===== src/rtl/pc_fetch_unit_pkg.sv =====
`default_nettype none
// ============================================================================
// Module      : pc_fetch_unit_pkg
// Description : Shared definitions for the instruction fetch unit: FSM state
//               encoding, default halt opcode, instruction field positions,
//               the bubble (NOP) word and a halt-opcode helper.
// Revision    : 1.0 - initial release
// ============================================================================
package pc_fetch_unit_pkg;

  // Fetch FSM encoding.
  typedef enum logic [1:0] {
    ST_INIT = 2'd0,
    ST_RUN  = 2'd1,
    ST_HALT = 2'd2
  } fetch_state_e;

  localparam logic [5:0]  HALT_OPCODE_DEFAULT = 6'b111111;

  // Instruction field positions (MIPS-style encoding).
  localparam int          OPCODE_MSB = 31;
  localparam int          OPCODE_LSB = 26;
  localparam int          JIDX_MSB   = 25;
  localparam int          IMM_MSB    = 15;

  // Word loaded into IF/ID when it is emptied.
  localparam logic [31:0] NOP_WORD   = 32'h0000_0000;

  function automatic logic is_halt_op(input logic [31:0] instr,
                                      input logic [5:0]  halt_op);
    return instr[OPCODE_MSB:OPCODE_LSB] == halt_op;
  endfunction

endpackage : pc_fetch_unit_pkg
`default_nettype wire


===== src/rtl/pc_fetch_unit_pc_next_sel.sv =====
`default_nettype none
// ============================================================================
// Module      : pc_next_sel
// Description : Combinational redirect decision and target selection for the
//               instruction held in IF/ID.
//   i_instr_idx   [25:0] low instruction bits (jump index / branch immediate)
//   i_instr_pc4   [31:0] address of the IF/ID instruction plus 4
//   i_instr_valid        IF/ID holds a real instruction
//   i_branch, i_zero, i_jump, i_jump_reg   control for that instruction
//   i_reg_data    [31:0] jr target register value
//   o_redirect           control transfer requested
//   o_target      [31:0] selected target (jr > j > branch), unmasked
// Revision    : 1.0 - initial release
// ============================================================================
module pc_next_sel
  import pc_fetch_unit_pkg::*;
(
  input  logic [25:0] i_instr_idx,
  input  logic [31:0] i_instr_pc4,
  input  logic        i_instr_valid,
  input  logic        i_branch,
  input  logic        i_zero,
  input  logic        i_jump,
  input  logic        i_jump_reg,
  input  logic [31:0] i_reg_data,
  output logic        o_redirect,
  output logic [31:0] o_target
);

  logic [31:0] w_branch_off;
  logic [31:0] w_branch_tgt;
  logic [31:0] w_jump_tgt;

  // Sign-extended word offset, scaled to bytes; the add wraps modulo 2^32.
  assign w_branch_off = {{14{i_instr_idx[IMM_MSB]}}, i_instr_idx[IMM_MSB:0], 2'b00};
  assign w_branch_tgt = i_instr_pc4 + w_branch_off;
  assign w_jump_tgt   = {i_instr_pc4[31:28], i_instr_idx[JIDX_MSB:0], 2'b00};

  assign o_redirect = i_instr_valid & ((i_branch & i_zero) | i_jump | i_jump_reg);

  always_comb begin
    o_target = w_branch_tgt;
    if (i_jump_reg) begin
      o_target = i_reg_data;
    end else if (i_jump) begin
      o_target = w_jump_tgt;
    end
  end

endmodule : pc_next_sel
`default_nettype wire


===== src/rtl/pc_fetch_unit.sv =====
`default_nettype none
// ============================================================================
// Module      : pc_fetch_unit
// Description : Program counter and IF/ID register with a three-state fetch
//               FSM (INIT -> RUN -> HALT). Optional address checking is
//               enabled by defining FETCH_ADDR_CHECK_EN.
//   CLK, Reset (async, active low)
//   PCinit    [31:0] start address, loaded in INIT
//   IDataOut  [31:0] instruction memory read data for IAddr
//   Stall            hold PC and IF/ID
//   Branch, Zero, Jump, JumpReg, RegData   redirect control for IF/ID
//   IAddr     [31:0] current PC
//   Instr, InstrPC4, InstrValid             IF/ID register
//   Halted, FetchCount, AddrErr             status
// Revision    : 1.0 - initial release
// ============================================================================
module pc_fetch_unit
  import pc_fetch_unit_pkg::*;
#(
  parameter int         MEM_BYTES   = 10000,
  parameter logic [5:0] HALT_OPCODE = HALT_OPCODE_DEFAULT
) (
  input  logic        CLK,
  input  logic        Reset,
  input  logic [31:0] PCinit,
  input  logic [31:0] IDataOut,
  input  logic        Stall,
  input  logic        Branch,
  input  logic        Zero,
  input  logic        Jump,
  input  logic        JumpReg,
  input  logic [31:0] RegData,
  output logic [31:0] IAddr,
  output logic [31:0] Instr,
  output logic [31:0] InstrPC4,
  output logic        InstrValid,
  output logic        Halted,
  output logic [31:0] FetchCount,
  output logic        AddrErr
);

  fetch_state_e state_q, state_d;
  logic [31:0]  pc_q, pc_d;
  logic [31:0]  instr_q, instr_d;
  logic [31:0]  instr_pc4_q, instr_pc4_d;
  logic         instr_valid_q, instr_valid_d;
  logic [31:0]  fetch_count_q, fetch_count_d;

  logic         w_redirect;
  logic [31:0]  w_target_raw;
  logic [31:0]  w_target;
  logic         w_halt_hit;
  logic [31:0]  w_pc_plus4;

  logic [31:0]  pc_cand;
  logic         pc_load;

  pc_next_sel u_pc_next_sel (
    .i_instr_idx   (instr_q[JIDX_MSB:0]),
    .i_instr_pc4   (instr_pc4_q),
    .i_instr_valid (instr_valid_q),
    .i_branch      (Branch),
    .i_zero        (Zero),
    .i_jump        (Jump),
    .i_jump_reg    (JumpReg),
    .i_reg_data    (RegData),
    .o_redirect    (w_redirect),
    .o_target      (w_target_raw)
  );

  assign w_halt_hit = instr_valid_q & is_halt_op(instr_q, HALT_OPCODE);
  assign w_pc_plus4 = pc_q + 32'd4;

`ifdef FETCH_ADDR_CHECK_EN
  // Misaligned targets are caught by the check rather than silently masked.
  localparam logic [31:0] c_last_addr = 32'(MEM_BYTES - 4);

  logic addr_err_q, addr_err_d;
  logic w_pc_bad;

  assign w_target = w_target_raw;
  assign w_pc_bad = (pc_cand[1:0] != 2'b00) || (pc_cand > c_last_addr);
  assign AddrErr  = addr_err_q;
`else
  assign w_target = {w_target_raw[31:2], 2'b00};
  assign AddrErr  = 1'b0;
`endif

  always_comb begin
    state_d       = state_q;
    pc_d          = pc_q;
    instr_d       = instr_q;
    instr_pc4_d   = instr_pc4_q;
    instr_valid_d = instr_valid_q;
    fetch_count_d = fetch_count_q;
    pc_cand       = pc_q;
    pc_load       = 1'b0;

    unique case (state_q)
      ST_INIT: begin
        pc_cand       = PCinit;
        pc_load       = 1'b1;
        instr_d       = NOP_WORD;
        instr_valid_d = 1'b0;
        state_d       = ST_RUN;
      end
      ST_RUN: begin
        if (w_halt_hit) begin
          state_d       = ST_HALT;
          instr_d       = NOP_WORD;
          instr_valid_d = 1'b0;
        end else if (w_redirect) begin
          // Redirect wins over Stall: the wrong-path fetch is squashed.
          pc_cand       = w_target;
          pc_load       = 1'b1;
          instr_d       = NOP_WORD;
          instr_valid_d = 1'b0;
        end else if (!Stall) begin
          pc_cand       = w_pc_plus4;
          pc_load       = 1'b1;
          instr_d       = IDataOut;
          instr_pc4_d   = w_pc_plus4;
          instr_valid_d = 1'b1;
          fetch_count_d = fetch_count_q + 32'd1;
        end
      end
      ST_HALT: begin
        instr_valid_d = 1'b0;
      end
      default: begin
        state_d = ST_INIT;
      end
    endcase

    if (pc_load) begin
      pc_d = pc_cand;
    end
  end

`ifdef FETCH_ADDR_CHECK_EN
  // A bad next PC stops fetch with the last good PC preserved.
  always_comb begin
    addr_err_d = addr_err_q;
    if (pc_load && w_pc_bad) begin
      addr_err_d = 1'b1;
    end
  end

  always_ff @(posedge CLK or negedge Reset) begin
    if (!Reset) begin
      addr_err_q <= 1'b0;
    end else begin
      addr_err_q <= addr_err_d;
    end
  end
`endif

  always_ff @(posedge CLK or negedge Reset) begin
    if (!Reset) begin
      state_q       <= ST_INIT;
      pc_q          <= 32'h0;
      instr_q       <= NOP_WORD;
      instr_pc4_q   <= 32'h0;
      instr_valid_q <= 1'b0;
      fetch_count_q <= 32'h0;
`ifdef FETCH_ADDR_CHECK_EN
    end else if (pc_load && w_pc_bad) begin
      state_q       <= ST_HALT;
      instr_q       <= NOP_WORD;
      instr_valid_q <= 1'b0;
`endif
    end else begin
      state_q       <= state_d;
      pc_q          <= pc_d;
      instr_q       <= instr_d;
      instr_pc4_q   <= instr_pc4_d;
      instr_valid_q <= instr_valid_d;
      fetch_count_q <= fetch_count_d;
    end
  end

  assign IAddr      = pc_q;
  assign Instr      = instr_q;
  assign InstrPC4   = instr_pc4_q;
  assign InstrValid = instr_valid_q;
  assign Halted     = (state_q == ST_HALT);
  assign FetchCount = fetch_count_q;

endmodule : pc_fetch_unit
`default_nettype wire


===== config.mk =====
export PLATFORM = sky130hd
export DESIGN_NAME = pc_fetch_unit
export DESIGN_NICKNAME = d
export VERILOG_FILES = /design/src/rtl/pc_fetch_unit_pkg.sv /design/src/rtl/pc_fetch_unit_pc_next_sel.sv /design/src/rtl/pc_fetch_unit.sv
export SDC_FILE = /design/constraint.sdc
export NUM_CORES = 1
export LEC_CHECK = 0
export ABC_AREA = 1
export CAP_MARGIN = 20
export CORE_ASPECT_RATIO = 1.2
export CORE_MARGIN = 2
export CORE_UTILIZATION = 56
export CTS_BUF_LIST = sky130_fd_sc_hd__clkbuf_4
export CTS_CLUSTER_SIZE = 12
export DETAILED_ROUTE_END_ITERATION = 8
export PLACE_DENSITY = 0.89
export SLEW_MARGIN = 25
export SYNTH_ARGS = -nofsm -noshare
export SYNTH_HDL_FRONTEND = slang
export SYNTH_SLANG_ARGS = --single-unit

===== constraint.sdc =====
create_clock -name CLK -period 4.9 [get_ports CLK]
set_clock_uncertainty 0.15 [all_clocks]
set_input_delay 0.49 -clock CLK [delete_from_list [all_inputs] [get_ports CLK]]
set_output_delay 0.49 -clock CLK [all_outputs]
set_load 0.01 [all_outputs]

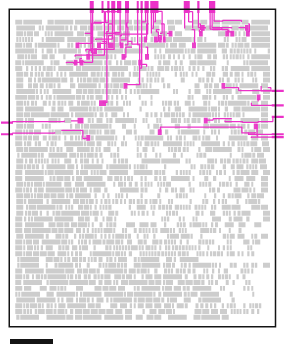
**Above:** run 1 (port wiring).
Bar = 20 microns.
legend:
  PCinit:
    color: magenta
    bits: 32
    direction: input
    end_cells: 32
    buffers: 32
    wire: 876 microns

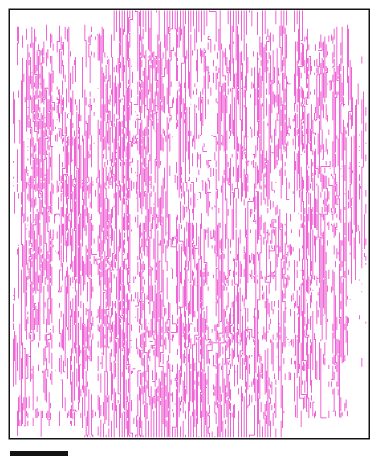
**Above:** run 1 (M2 wires).
Bar = 20 microns.
main direction: vertical
nets with wire on the layer: 1489
longest straight run: 60.5 microns
wire length on this layer: 17300 microns
share of all routed wire: 49%
total detailed-routing wirelength: 35500 microns
GR met2 Demand/Resource: 0.652
vias after detailed routing: 10800

==> out/qor.rpt, run 1 <==
==========================================================================
Outcome                                                       finished, final reports clean
Top Ports                                                              234
Highest-utilization routing layer at the global route stage           met2
Non-Filler Instances                                                  1893
Category of the worst setup path capture point                        flop
Routed vias/inst                                                      5.73
Tightest Hold Check Type                                      primary input to flop
Total instance count after detailed placement                         1858
List of cells traversed by the critical path                  clkdlybuf4s50_1 -> inv_4 -> nand3_2 -> nand2_4 -> inv_2 -> nor4_4 -> buf_4 -> inv_2 -> o21ai_2 -> buf_4 -> inv_2 -> nand3_1 -> o21ai_1
CTS clk-pin slew, worst paths                                      0.15 ns
#MultiIn Comb                                                         1092
Number of clock buffers in the layout                                   17
Clock latency on the worst-skew pair                               0.58 ns
Dominant logic cell type in the layout                             nand2_1
DIE WIDTH                                                      124 microns
Most instantiated logic cells after routing                   nand2_1, clkdlybuf4s50_1, inv_1
Area fraction in compound gates after synthesis                      0.137
Final Net Count                                                       1797
Number of tap cells added at floorplan                                 216
Setup TNS Final                                                       0 ns
Antenna Cells                                                            2
Maximum net fanout on the critical path                                 39
Internal power                                                     3.69 mW
P_clk                                                               705 uW
Cell at the root of the clock tree                                clkbuf_4
Number of global-route vias before repair                            10400
Reg-to-reg slack, setup                                            1.59 ns
Max H-tree Level                                                         4
TritonCTS clock tree                                                 built
Post-synth seq share                                                 0.336
Part of the total power dissipated in sequential elements            0.278
Count of warnings emitted by yosys                                       0
Unrepaired setup endpoints after global routing                      false
==========================================================================
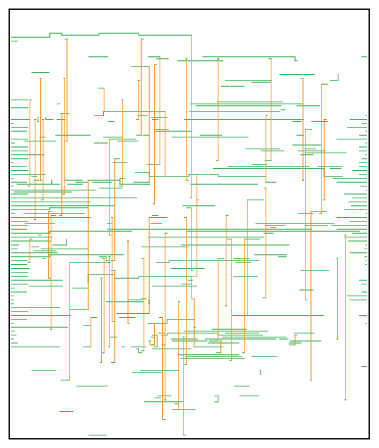
**Above:** run 1 (metal layers overlaid).
Two of the layers only.
legend:
  metal 3:
    color: green
    wire_length: 2800 microns
  metal 4:
    color: orange
    wire_length: 2000 microns

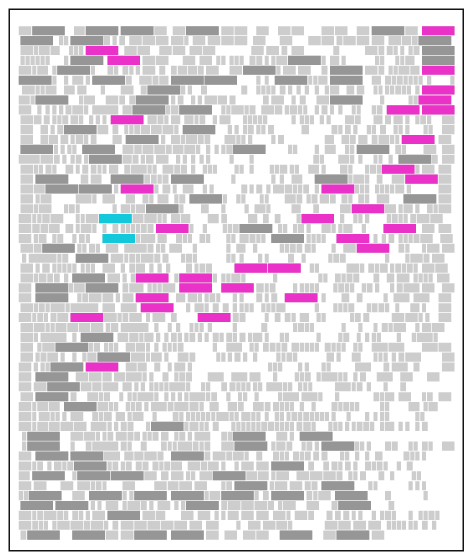
**Above:** run 1 (sequential cells grouped by signal name).
Other sequential cells in the stronger gray, the rest of the logic in the fainter gray.
legend:
  state_q:
    color: cyan
    placed_flops: 2
  InstrPC4:
    color: magenta
    placed_flops: 32
power in sequential cells: 2.15 mW
fraction of area in registers: 0.264

run 1: worst max path at each step:
stage | end | depth (start not counted) | slack [ns] | start
5_1_grt | Instr[16] | 13 | 1.05 | Jump
4_1_cts | Instr[16] | 13 | 1.35 | Jump
6_report | Instr[25] | 13 | 1.24 | Jump
3_3_place_gp | Instr[19] | 13 | 0.86 | Jump
3_5_place_dp | Instr[16] | 13 | 0.75 | Jump
2_1_floorplan | IAddr[20] | 15 | 2.62 | Instr[0]
run 1: metrics by stage:
step	hold slack, ns	setup slack, ns	utilization	power [mW]
global route	0.304	1.05	0.732	8.28
finish	0.301	1.24	0.732	7.72
global placement	0.320	0.861	0.716	6.81
floorplan	0.0444	2.62	-	4.96
CTS	0.277	1.35	0.732	7.64
detailed placement	0.324	0.747	0.716	6.92
==> run 2, diff against run 1 <==
--- a/config.mk
+++ b/config.mk
@@ -9,11 +9,11 @@
 export CAP_MARGIN = 20
 export CORE_ASPECT_RATIO = 1.2
 export CORE_MARGIN = 2
-export CORE_UTILIZATION = 56
+export CORE_UTILIZATION = 52
 export CTS_BUF_LIST = sky130_fd_sc_hd__clkbuf_4
 export CTS_CLUSTER_SIZE = 12
 export DETAILED_ROUTE_END_ITERATION = 8
-export PLACE_DENSITY = 0.89
+export PLACE_DENSITY = 0.83
 export SLEW_MARGIN = 25
 export SYNTH_ARGS = -nofsm -noshare
 export SYNTH_HDL_FRONTEND = slang
==> constraint.sdc (replaced) <==
create_clock -name CLK -period 3.7 [get_ports CLK]
set_clock_uncertainty 0.15 [all_clocks]
set_input_delay 0.37 -clock CLK [delete_from_list [all_inputs] [get_ports CLK]]
set_output_delay 0.37 -clock CLK [all_outputs]
set_load 0.01 [all_outputs]
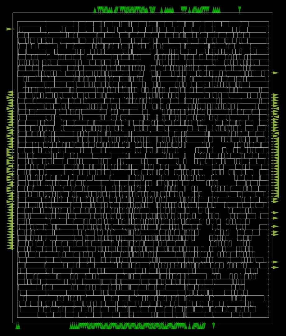
**Above:** run 2 (placement view).
number of placement rows: 54
Seq cells: 131

==> out/qor.rpt, run 2 <==
==============================================================================
Outcome                                                           finished, final reports clean   unchanged
Number of global-route vias before repair                                10500   was 10400
Crit path setup slack, layout                                         0.735 ns   was 1.24 ns
Number of clock buffers in the layout                                       17   unchanged
Internal power                                                         5.00 mW   was 3.69 mW
TritonCTS clock tree                                                     built   unchanged
Share of the core filled with cells in the final layout                  0.686   was 0.732
CTS clk-pin slew, worst paths                                          0.17 ns   was 0.15 ns
Tightest Hold Check Type                                          primary input to flop   unchanged
Pre-CTS worst setup slack                                             0.561 ns   was 0.747 ns
Cell at the root of the clock tree                                    clkbuf_4   unchanged
Category of the worst setup path capture point                            flop   unchanged
List of cells traversed by the critical path                      ha_1 -> nand2_1 -> nor2_1 -> inv_1 -> o21bai_1 -> inv_1 -> nand2_1 -> nand2_1 -> nand3_1 -> nand3_1 -> nand2_1 -> nand2_1 -> a21boi_0   was clkdlybuf4s50_1 -> inv_4 -> nand3_2 -> nand2_4 -> inv_2 -> nor4_4 -> buf_4 -> inv_2 -> o21ai_2 -> buf_4 -> inv_2 -> nand3_1 -> o21ai_1
Non-Filler Instances                                                      1932   was 1893
Total power                                                            10.4 mW   was 7.72 mW
Clock latency on the worst-skew pair                                   0.61 ns   was 0.58 ns
P_clk                                                                  1.10 mW   was 705 uW
Worst setup endpoint                                                 IAddr[20]   was Instr[25]
Dominant logic cell type in the layout                                 nand2_1   unchanged
Met3 routed WL                                                    2520 microns   was 2800 microns
Maximum net fanout on the critical path                                     17   was 39
Number of tap cells added at floorplan                                     252   was 216
Highest-utilization routing layer at the global route stage               met2   unchanged
Unrepaired setup endpoints after global routing                          false   unchanged
DIE WIDTH                                                          129 microns   was 124 microns
Routed vias/inst                                                          5.58   was 5.73
Power in sequential cells                                              2.85 mW   was 2.15 mW
Top Ports                                                                  234   unchanged
#MultiIn Comb                                                             1092   unchanged
Count of warnings emitted by yosys                                           0   unchanged
Total instance count after detailed placement                             1897   was 1858
Fraction of area in registers                                            0.261   was 0.264
End point of the worst hold path                                      IAddr[1]   was Instr[4]
Post-synth seq share                                                     0.336   unchanged
Most instantiated logic cells after routing                       nand2_1, clkdlybuf4s50_1, inv_1   unchanged
Highest metal layer with signal wires                                     met4   unchanged
Number of logic stages on the critical path including buffering             13   unchanged
Max H-tree Level                                                             4   unchanged
==============================================================================
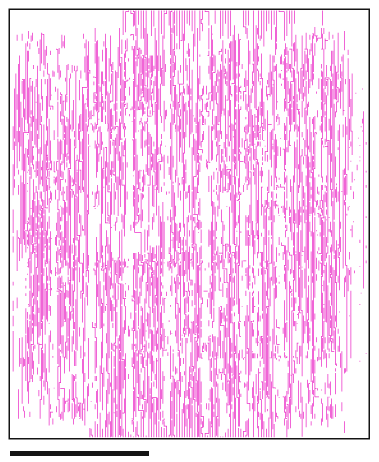
**Above:** run 2 (M2 wires).
Bar = 50 microns.
main direction: vertical
nets with wire on the layer: 1496
wire length on this layer: 17500 microns
longest straight run: 63.6 microns
share of all routed wire: 48%
GR met2 Demand/Resource: 0.617
vias after detailed routing: 10800
total detailed-routing wirelength: 36300 microns

run 2: metrics by stage:
stage | cell area [sq um] | hold WS [ns]
detailed placement | 12200 | 0.328
CTS | 12600 | 0.149
floorplan | 9740 | -0.0756
global placement | 12200 | 0.323
global route | 12600 | 0.172
finish | 12600 | 0.163
run 2: cells by family (layout without fill, tap and decap cells):
| group | after synthesis | after routing | synth area share |
|---|---|---|---|
| and+or+nand+nor | 762 | 762 | 0.335 |
| AOI/OAI and AO/OA | 236 | 236 | 0.137 |
| xor gates and xnor gates | 61 | 61 | 0.0556 |
| adders and majority gates | 32 | 32 | 0.0419 |
| DFF | 131 | 131 | 0.336 |
| other | 1 | 3 | 0.000385 |
| buffers and inverters | 229 | 455 | 0.0937 |
Power and IR drop assume default switching activity.
